### Routing congestion

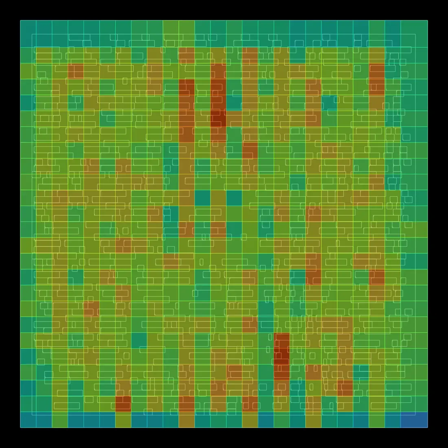
### Metal 1

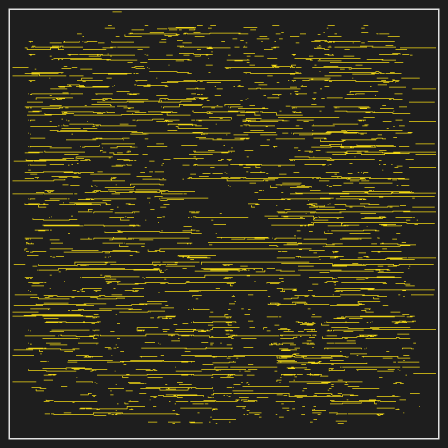
### Register map, names as in the netlist

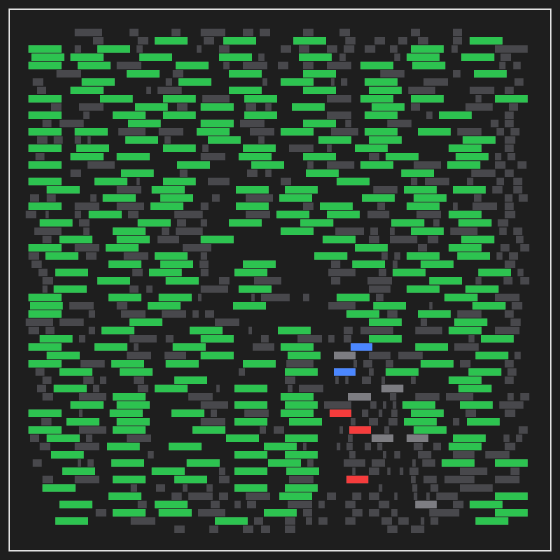
[src/rtl/legv8_pkg.sv]
// Shared LEGv8 front-end constants and the fetch queue occupancy type.
package legv8_pkg;

    localparam int INSTR_W      = 32;
    localparam int ADDR_W       = 32;
    localparam int OPCODE_MSB   = 31;
    localparam int OPCODE_LSB   = 22;
    localparam int FETCHQ_DEPTH = 4;

    localparam int OPCODE_W     = OPCODE_MSB - OPCODE_LSB + 1;

    // Occupancy of the fetch queue; mirrors the count register.
    typedef enum logic [1:0] {
        OCC_EMPTY   = 2'd0,
        OCC_PARTIAL = 2'd1,
        OCC_FULL    = 2'd2
    } fetchq_occ_e;

endpackage

[src/rtl/fetchq_storage.sv]
// Entry array for the fetch queue: synchronous write, asynchronous read.
module fetchq_storage #(
    parameter int DEPTH  = 4,
    parameter int DATA_W = 64,
    parameter int PTR_W  = $clog2(DEPTH)
) (
    input  logic              clk,
    input  logic              we,
    input  logic [PTR_W-1:0]  waddr,
    input  logic [DATA_W-1:0] wdata,
    input  logic [PTR_W-1:0]  raddr,
    output logic [DATA_W-1:0] rdata
);

    logic [DATA_W-1:0] mem [DEPTH];

    // Write the presented entry at the write pointer.
    // NOTE: the array is deliberately not reset; validity is tracked by the
    // occupancy count, so stale contents are never observed.
    always_ff @(posedge clk) begin
        if (we) begin
            mem[waddr] <= wdata;
        end
    end

    assign rdata = mem[raddr];

endmodule

[src/rtl/instr_fetch_queue.sv]
// Instruction fetch queue between instruction memory and decode.
// Holds PC/instruction pairs in push order; flush discards everything.
module instr_fetch_queue
    import legv8_pkg::*;
#(
    parameter int DEPTH = FETCHQ_DEPTH,  // power of two, >= 2
    parameter int WIDTH = INSTR_W
) (
    input  logic                       clk,
    input  logic                       reset,
    input  logic                       in_valid,
    input  logic [WIDTH-1:0]           in_pc,
    input  logic [WIDTH-1:0]           in_instr,
    output logic                       in_ready,
    output logic                       pc_stall,
    input  logic                       flush,
    output logic                       out_valid,
    output logic [WIDTH-1:0]           out_pc,
    output logic [WIDTH-1:0]           out_instr,
    output logic [OPCODE_W-1:0]        out_opcode,
    input  logic                       out_ready,
    output logic [$clog2(DEPTH+1)-1:0] count
);

    localparam int PTR_W = $clog2(DEPTH);
    localparam int CNT_W = $clog2(DEPTH + 1);

    localparam logic [CNT_W-1:0] FULL_COUNT = CNT_W'(DEPTH);
    localparam logic [CNT_W-1:0] CNT_ONE    = CNT_W'(1);
    localparam logic [PTR_W-1:0] PTR_ONE    = PTR_W'(1);

    fetchq_occ_e      state_q, state_d;
    logic [CNT_W-1:0] count_q, count_d;
    logic [PTR_W-1:0] wr_ptr_q, wr_ptr_d;
    logic [PTR_W-1:0] rd_ptr_q, rd_ptr_d;
    logic             push, pop;
    logic [2*WIDTH-1:0] rd_data;

    // Handshake: ready/valid come from registered occupancy only, so there
    // is no combinational path from in_* or out_ready to these outputs.
    assign in_ready  = (state_q != OCC_FULL);
    assign pc_stall  = ~in_ready;
    assign out_valid = (state_q != OCC_EMPTY);
    assign push      = in_valid  & in_ready  & ~flush;
    assign pop       = out_valid & out_ready & ~flush;

    assign out_pc     = out_valid ? rd_data[2*WIDTH-1:WIDTH] : '0;
    assign out_instr  = out_valid ? rd_data[WIDTH-1:0]       : '0;
    assign out_opcode = out_instr[OPCODE_MSB:OPCODE_LSB];
    assign count      = count_q;

    fetchq_storage #(
        .DEPTH  (DEPTH),
        .DATA_W (2 * WIDTH),
        .PTR_W  (PTR_W)
    ) u_storage (
        .clk   (clk),
        .we    (push),
        .waddr (wr_ptr_q),
        .wdata ({in_pc, in_instr}),
        .raddr (rd_ptr_q),
        .rdata (rd_data)
    );

    // State register: occupancy, count and both pointers.
    // NOTE: sequential state uses non-blocking assignments so every register
    // samples the pre-edge values, independent of statement order.
    always_ff @(posedge clk) begin
        if (reset) begin
            state_q  <= OCC_EMPTY;
            count_q  <= '0;
            wr_ptr_q <= '0;
            rd_ptr_q <= '0;
        end else begin
            state_q  <= state_d;
            count_q  <= count_d;
            wr_ptr_q <= wr_ptr_d;
            rd_ptr_q <= rd_ptr_d;
        end
    end

    // Next-state logic: flush clears everything, otherwise push/pop move
    // the pointers (wrapping naturally at DEPTH) and the occupancy state.
    always_comb begin
        // NOTE: every output of this block gets a default first so no path
        // leaves a value unassigned and no latch is inferred.
        state_d  = state_q;
        count_d  = count_q;
        wr_ptr_d = wr_ptr_q;
        rd_ptr_d = rd_ptr_q;

        if (flush) begin
            state_d  = OCC_EMPTY;
            count_d  = '0;
            wr_ptr_d = '0;
            rd_ptr_d = '0;
        end else begin
            if (push) begin
                wr_ptr_d = wr_ptr_q + PTR_ONE;
            end
            if (pop) begin
                rd_ptr_d = rd_ptr_q + PTR_ONE;
            end

            case ({push, pop})
                2'b10:   count_d = count_q + CNT_ONE;
                2'b01:   count_d = count_q - CNT_ONE;
                default: count_d = count_q;
            endcase

            case (state_q)
                OCC_EMPTY: begin
                    if (push) begin
                        state_d = OCC_PARTIAL;
                    end
                end
                OCC_PARTIAL: begin
                    if (count_d == '0) begin
                        state_d = OCC_EMPTY;
                    end else if (count_d == FULL_COUNT) begin
                        state_d = OCC_FULL;
                    end
                end
                OCC_FULL: begin
                    if (pop) begin
                        state_d = OCC_PARTIAL;
                    end
                end
                default: begin
                    state_d = OCC_EMPTY;
                end
            endcase
        end
    end

endmodule

[config.mk]
export PLATFORM = sky130hd
export DESIGN_NAME = instr_fetch_queue
export DESIGN_NICKNAME = d
export VERILOG_FILES = /design/src/rtl/legv8_pkg.sv /design/src/rtl/fetchq_storage.sv /design/src/rtl/instr_fetch_queue.sv
export SDC_FILE = /design/constraint.sdc
export NUM_CORES = 1
export LEC_CHECK = 0
export CELL_PAD_IN_SITES_DETAIL_PLACEMENT = 2
export CELL_PAD_IN_SITES_GLOBAL_PLACEMENT = 2
export CORE_MARGIN = 5
export CORE_UTILIZATION = 37
export DETAILED_ROUTE_END_ITERATION = 12
export GPL_TIMING_DRIVEN = 0
export PLACE_DENSITY_LB_ADDON = 0.1
export RECOVER_POWER = 50
export SLEW_MARGIN = 25
export SYNTH_ARGS = -nofsm -noshare
export SYNTH_HDL_FRONTEND = slang
export SYNTH_SLANG_ARGS = --single-unit
[constraint.sdc]
create_clock -name clk -period 2.82 [get_ports clk]
set_input_delay 0.423 -clock clk [delete_from_list [all_inputs] [get_ports clk]]
set_output_delay 0.423 -clock clk [all_outputs]
set_load 0.02 [all_outputs]
==> Slide: Implementation Results <==
Run Summary

Outcome
  – Run status: finished clean

Detailed routing
  – Pre-antenna DRT Iters: 4
  – DRC: 0
  – First-iteration detailed-routing DRC count: ~240

Synthesis
  – Top_reg_cell synth: edfxtp_1
  – Ys async rst share: 0%
  – List of most frequent post-synthesis cells: 256 x edfxtp_1, 68 x and2_1, 60 x mux4_2, 11 x dfxtp_1, 10 x buf_4
  – Mean post-synth cell area: around 22 um^2
  – Yosys synthesis chip area: between 10,000 and 15,000 um^2

Die
  – Fp_density: between 30% and 40%
  – Num rows: between 60 and 70

Cells and area
  – Post-route cell area: ~13,000 um^2
  – Share of cells above drive strength 1: a little over a fifth

Timing
  – Rel. slew slack: a little under a third
  – Final Skew: roughly 14 ps
  – Slew Viols, Final: 0
  – Tcrit/Tclk final: approximately 97%

Critical path
  – Reg2Reg Setup Slack: 210 ps
  – CP Data Arrival Time: 2310 ps
  – RR Startpoint: state_q[1]$_SDFFE_PP0P_
  – Critical-path top delay cell: mux4_2

Clock network
  – Clock Sinks: 267
  – Clock Tree Root: clkbuf_16

Placed design
  – DP HPWL: 14.89 mm
  – PortBufs: approximately 150

Power
  – Leakage: 4.650 nW
  – Pwr Total: 8.434 mW
Back to the opening pictures, 'Routing congestion':
Most Used Layer, Global Route: met2
fin util: 48.15%
GRT Resource Usage Total: 14.84%

Back to the opening pictures, 'Metal 1':
main direction: horizontal
wire length on this layer: 9,470 um
longest straight run: 62.8 um

Back to the opening pictures, 'Register map, names as in the netlist':
legend:
  red:
    signal: count
    sequential_cells: 3
  green:
    signal: u_storage.mem
    sequential_cells: 256
    where: all over the die
  blue:
    signal: rd_ptr_q
    sequential_cells: 2
register area: 7909 um^2
sequential share of cell area: 59.29%
Seq group: 4.43 mW

## cell type report
type,count,share of cell area [%]
multi-input combinational,174,16.29
buffer,32,2.335
timing repair buffer,157,11.56
clock buffer,34,5.581
tap,378,3.545
clock inverter,18,1.247
inverter,5,0.1407
sequential,267,59.29
antenna,1,0.01876
## cell usage in the layout (no fill, tap or decap), types with 8 or more instances in the layout
cell type,count
edfxtp_1,256
buf_4,21
dlygate4sd2_1,64
nor2_1,8
and2_1,64
clkdlybuf4s15_1,8
buf_12,9
dlygate4sd3_1,66
clkdlybuf4s50_1,8
clkinv_2,8
mux4_2,60
dfxtp_1,10
clkbuf_1,8
clkbuf_16,30
## per-layer routing
metal  up-vias  wire (um)
met2       138      11710
met5         -         62
li1       2286          -
met3        43       1340
met1      2707       9468
met4        10        455
## worst min-delay path: stages, from the launching register on
cell and delay (ps):
dfxtp_1 340, nand2_1 70, a21oi_1 60
## report_power, final
part | switching, mW | internal, mW | total, mW | leakage (nW)
sequential | 0.0159 | 4.42 | 4.43 | 2.42
combinational | 0.205 | 0.192 | 0.397 | 1.78
clock | 1.45 | 2.15 | 3.60 | 0.453
total | 1.68 | 6.76 | 8.43 | 4.65
## sequential cells by signal (all words and copies together) (netlist names), named ones only
signal / cells
u_storage.mem: 256
count: 3
rd_ptr_q: 2
state_q: 2
wr_ptr_q: 2
## logic make-up (layout without fill, tap and decap cells)
| kind of cell | after synthesis | after routing | synth area share [%] |
|---|---|---|---|
| mux | 65 | 65 | 14.15 |
| flops | 267 | 267 | 76.30 |
| buf+inv | 37 | 246 | 2.813 |
| fa+ha+maj | 6 | 6 | 0.7968 |
| compound gates | 7 | 7 | 0.4225 |
| xor+xnor | 4 | 4 | 0.3381 |
| simple gates | 92 | 92 | 5.179 |
| other cells | 0 | 1 | 0 |
Power and IR drop assume default switching activity.
